$ cat src/rtl/alu_result_buffer.sv
// Result buffer behind the signed ALU: converts sign-magnitude results to two's
// complement, recomputes SF/ZF, queues them in a FIFO and keeps sticky status bits.
module alu_result_buffer #(
    parameter int DEPTH = 4,
    parameter int CW    = 3
) (
    input  logic          clk,
    input  logic          rst,
    input  logic          in_valid,
    output logic          in_ready,
    input  logic [4:0]    in_r,
    input  logic          in_sf,
    input  logic          in_zf,
    output logic          out_valid,
    input  logic          out_ready,
    output logic [4:0]    out_data,
    output logic          out_sf,
    output logic          out_zf,
    output logic [CW-1:0] count,
    input  logic          clr_sticky,
    output logic          neg_seen,
    output logic          zero_seen
);

    localparam int PW = (DEPTH > 1) ? $clog2(DEPTH) : 1;

    // Entry layout: {data[4:0], sf, zf}. Magnitude zero always maps to +0.
    function automatic logic [6:0] to_twos(input logic [4:0] r);
        logic [4:0] data;
        logic       sf;
        logic       zf;
        if (r[3:0] == 4'd0) begin
            data = 5'd0;
            sf   = 1'b0;
            zf   = 1'b1;
        end else if (r[4] == 1'b0) begin
            data = {1'b0, r[3:0]};
            sf   = 1'b0;
            zf   = 1'b0;
        end else begin
            data = (~{1'b0, r[3:0]}) + 5'd1;
            sf   = 1'b1;
            zf   = 1'b0;
        end
        return {data, sf, zf};
    endfunction

    logic [6:0]    mem_q [DEPTH];
    logic [6:0]    mem_d [DEPTH];
    logic [PW-1:0] wr_ptr_q, wr_ptr_d;
    logic [PW-1:0] rd_ptr_q, rd_ptr_d;
    logic [CW-1:0] count_q, count_d;
    logic          neg_seen_q, neg_seen_d;
    logic          zero_seen_q, zero_seen_d;

    logic [6:0]    conv_s;
    logic          push_s;
    logic          pop_s;
    logic          unused_flags_s;

    assign unused_flags_s = in_sf ^ in_zf;

    // Handshake and output view, all derived from registered state.
    always_comb begin
        conv_s    = to_twos(in_r);
        in_ready  = (count_q < CW'(DEPTH));
        out_valid = (count_q != CW'(0));
        push_s    = in_valid & in_ready;
        pop_s     = out_valid & out_ready;
        count     = count_q;
        neg_seen  = neg_seen_q;
        zero_seen = zero_seen_q;
        if (out_valid) begin
            {out_data, out_sf, out_zf} = mem_q[rd_ptr_q];
        end else begin
            {out_data, out_sf, out_zf} = 7'd0;
        end
    end

    // Next-state for storage, pointers, occupancy and sticky status.
    always_comb begin
        mem_d       = mem_q;
        wr_ptr_d    = wr_ptr_q;
        rd_ptr_d    = rd_ptr_q;
        count_d     = count_q;
        neg_seen_d  = neg_seen_q;
        zero_seen_d = zero_seen_q;

        if (push_s) begin
            mem_d[wr_ptr_q] = conv_s;
            wr_ptr_d        = wr_ptr_q + PW'(1'b1);
        end else begin
            wr_ptr_d = wr_ptr_q;
        end

        if (pop_s) begin
            rd_ptr_d = rd_ptr_q + PW'(1'b1);
        end else begin
            rd_ptr_d = rd_ptr_q;
        end

        case ({push_s, pop_s})
            2'b10:   count_d = count_q + CW'(1'b1);
            2'b01:   count_d = count_q - CW'(1'b1);
            default: count_d = count_q;
        endcase

        // Clear first so that a same-cycle setting push takes priority.
        if (clr_sticky) begin
            neg_seen_d  = 1'b0;
            zero_seen_d = 1'b0;
        end else begin
            neg_seen_d  = neg_seen_q;
            zero_seen_d = zero_seen_q;
        end
        if (push_s && conv_s[1]) begin
            neg_seen_d = 1'b1;
        end else begin
            neg_seen_d = neg_seen_d;
        end
        if (push_s && conv_s[0]) begin
            zero_seen_d = 1'b1;
        end else begin
            zero_seen_d = zero_seen_d;
        end
    end

    // State registers with synchronous reset.
    always_ff @(posedge clk) begin
        if (rst) begin
            for (int i = 0; i < DEPTH; i++) begin
                mem_q[i] <= 7'd0;
            end
            wr_ptr_q    <= PW'(1'b0);
            rd_ptr_q    <= PW'(1'b0);
            count_q     <= CW'(1'b0);
            neg_seen_q  <= 1'b0;
            zero_seen_q <= 1'b0;
        end else begin
            mem_q       <= mem_d;
            wr_ptr_q    <= wr_ptr_d;
            rd_ptr_q    <= rd_ptr_d;
            count_q     <= count_d;
            neg_seen_q  <= neg_seen_d;
            zero_seen_q <= zero_seen_d;
        end
    end

endmodule

$ cat config.mk
export PLATFORM = sky130hd
export DESIGN_NAME = alu_result_buffer
export DESIGN_NICKNAME = d
export VERILOG_FILES = /design/src/rtl/alu_result_buffer.sv
export SDC_FILE = /design/constraint.sdc
export NUM_CORES = 1
export LEC_CHECK = 0
export ABC_CLOCK_PERIOD_IN_PS = 3000
export CORE_MARGIN = 10
export CORE_UTILIZATION = 45
export DETAILED_ROUTE_END_ITERATION = 16
export PLACE_DENSITY_LB_ADDON = 0.15
export SETUP_SLACK_MARGIN = 0.3
export SKIP_LAST_GASP = 1
export SLEW_MARGIN = 20
export SYNTH_ARGS = -nofsm -noshare
export SYNTH_HDL_FRONTEND = slang
export SYNTH_SLANG_ARGS = --single-unit
$ cat constraint.sdc
create_clock -name clk -period 3 [get_ports clk]
set_clock_uncertainty 0.2 [all_clocks]
set_input_delay 0.75 -clock clk [delete_from_list [all_inputs] [get_ports clk]]
set_output_delay 0.75 -clock clk [all_outputs]
set_load 0.1 [all_outputs]
### Ports around the boundary

(6 px per um) Pins as bars across the die edge, other pins in gray.
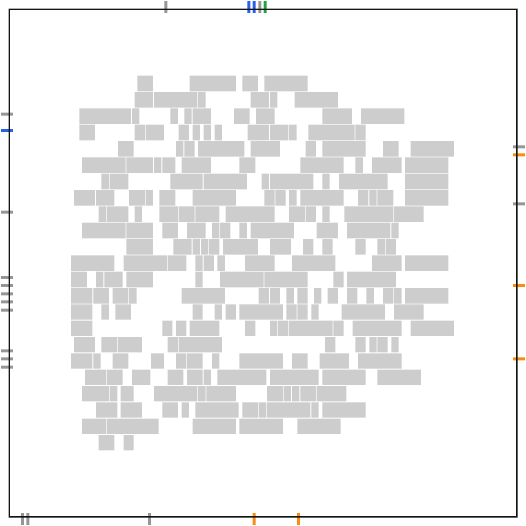
- blue: count (pins 3; direction output; edge 2 top, 1 left)
- orange: out_data (pins 5; direction output; edge 3 right, 2 bottom)
- green: out_zf (pins 1; direction output; edge top)
- all pins by edge: 11 left, 5 top, 5 bottom, 5 right
PortBufs: 23
Die Ht: 84.3 um
Die Wd: 84.3 um

### Logic cells by family

(3 px per um)
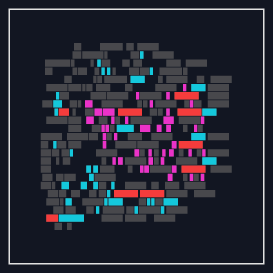
- magenta: nand cells (cells 40; where middle)
- red: mux cells (cells 9)
- cyan: nor cells (cells 34)
multi-input combinational area share: 45.2%
Commonest Layout Cell: dfxtp_1
Non-Filler Instances: 275

==> results.json <==
{
  "status": "completed",
  "min_from": "mem_q[22]",
  "drtAntennaViolNets": 0,
  "syn_inst": 203,
  "arrival_ns": 2.66,
  "worstSetupStartpointType": "input port",
  "whs_path_depth": 2,
  "root_buffer": "clkbuf_8",
  "synth.distinct_cells": 38,
  "hold_violations": 0,
  "leakage_uw": 0.000847,
  "worst_slew_pin_slew_ns": 0.555,
  "ioPinCount": 26,
  "yosys_warnings": 0,
  "drc": 0,
  "path_cells": "clkdlybuf4s50_1 -> o31ai_1 -> inv_1 -> ha_2 -> inv_1 -> fa_1 -> xor2_1 -> or3_1 -> a21oi_2",
  "power.density_mw_per_mm2": 895,
  "synth_chip_area_sq_mm": 0.00186,
  "crit_top_cell": "inv_1",
  "grt_setup_unrepaired": "true",
  "layout.filler_cells": 361,
  "cp.required_ns": 3.01,
  "via_per_inst": 5.35,
  "yosysCellCount": 203,
  "synth.cell_area_sq_mm": 0.00186,
  "ys_seq_elements": 37
}
[cells in the final DEF (no fill, tap or decap), types with 8 or more instances in the layout]
cell	count
nand2_1	24
buf_4	13
clkdlybuf4s50_1	9
a211oi_1	8
dfxtp_1	33
nand3_1	10
inv_1	11
nor2_1	17
a21oi_1	21
buf_12	8
[sequential cells by signal, summed over array words and instances (netlist names)]
| signal | flops |
|---|---|
| count | 3 |
| mem_q | 28 |
| zero_seen | 1 |
| wr_ptr_q | 2 |
| rd_ptr_q | 2 |
| neg_seen | 1 |
[power breakdown]
group | internal, uW | switching, uW | total [uW]
Clock | 153 | 163 | 316
Sequential | 566 | 95.2 | 662
Combinational | 395 | 723 | 1120
[through the flow]
stage	power (uW)	hold WS, ns	utilization (%)	std cells
global placement	1760	0.242	56.5	269
floorplan	1480	0.233	-	203
CTS	2110	0.258	58.3	275
detailed placement	1790	0.248	56.5	269
global route	2210	0.275	58.5	275
finish	2090	0.256	58.5	275
[synthesized netlist by cell type, types with 2 or more instances]
cell type  count  area, sq um
a211oi_1       8         60.1
nor3_1         4         20.0
buf_2          7         35.0
buf_6          2         22.5
nor2b_1        9         56.3
a21oi_1       22          110
dfxtp_1       37          741
nand3_1       10         50.1
o21ai_0        2         10.0
xor2_1         4         35.0
xnor2_1        2         17.5
nand3_2        2         20.0
nand2_1       24         90.1
inv_1         12         45.0
ha_1           6         75.1
buf_1          2         7.51
nor2_1        17         63.8
mux4_2         7          158
buf_4          2         15.0
nand3b_1       3         22.5
and3b_1        4         35.0
[what timing repair did]
action	in CTS	in global routing
hold buffers	0	0
pin swaps	0	1
gates resized	1	2
endpoints found under the setup margin	6	5
[worst paths after layout]
path               endpoint  slack (ns)
hold / removal    mem_q[22]        0.26
setup / recovery   count[2]        0.36
hold reg to reg   mem_q[22]        0.26
setup reg to reg   count[2]        0.84
[layout make-up]
type	instances	area [sq um]	area share [%]
clock inverters	1	5.00	0.214
flip-flops and latches	37	748	32.0
repair buffers	30	348	14.9
clock buffers	5	68.8	2.94
well taps	50	62.6	2.67
multi-input cells	140	1060	45.2
inverters	12	48.8	2.09
[kinds of logic after synthesis]
| logic type | share of synthesized area (%) |
|---|---|
| and+or+nand+nor | 23.8 |
| xor gates and xnor gates | 2.82 |
| DFF | 39.8 |
| adders and majority gates | 5.10 |
| muxes | 9.60 |
| AOI/OAI and AO/OA | 12.0 |
| buffers and inverters | 6.92 |
[per-layer routing]
metal / routed length (um) / vias to the layer above / global-route usage (%) / part of all wire, %
met5: 0 / - / 0 / 0
met4: 55 / 0 / 4.04 / 1.3
met3: 301 / 6 / 3.77 / 7.1
met2: 2030 / 40 / 20.2 / 48
met1: 1870 / 683 / 14.8 / 44
li1: - / 742 / - / -
[worst max-delay path: cells and delay by family]
kind                       cells  cell delay (ns)
adders and majority gates      2             0.56
buffers and inverters          3             0.60
AOI/OAI and AO/OA              2             0.24
and+or+nand+nor                1             0.34
xor gates and xnor gates       1             0.16
Power and IR drop assume default switching activity.
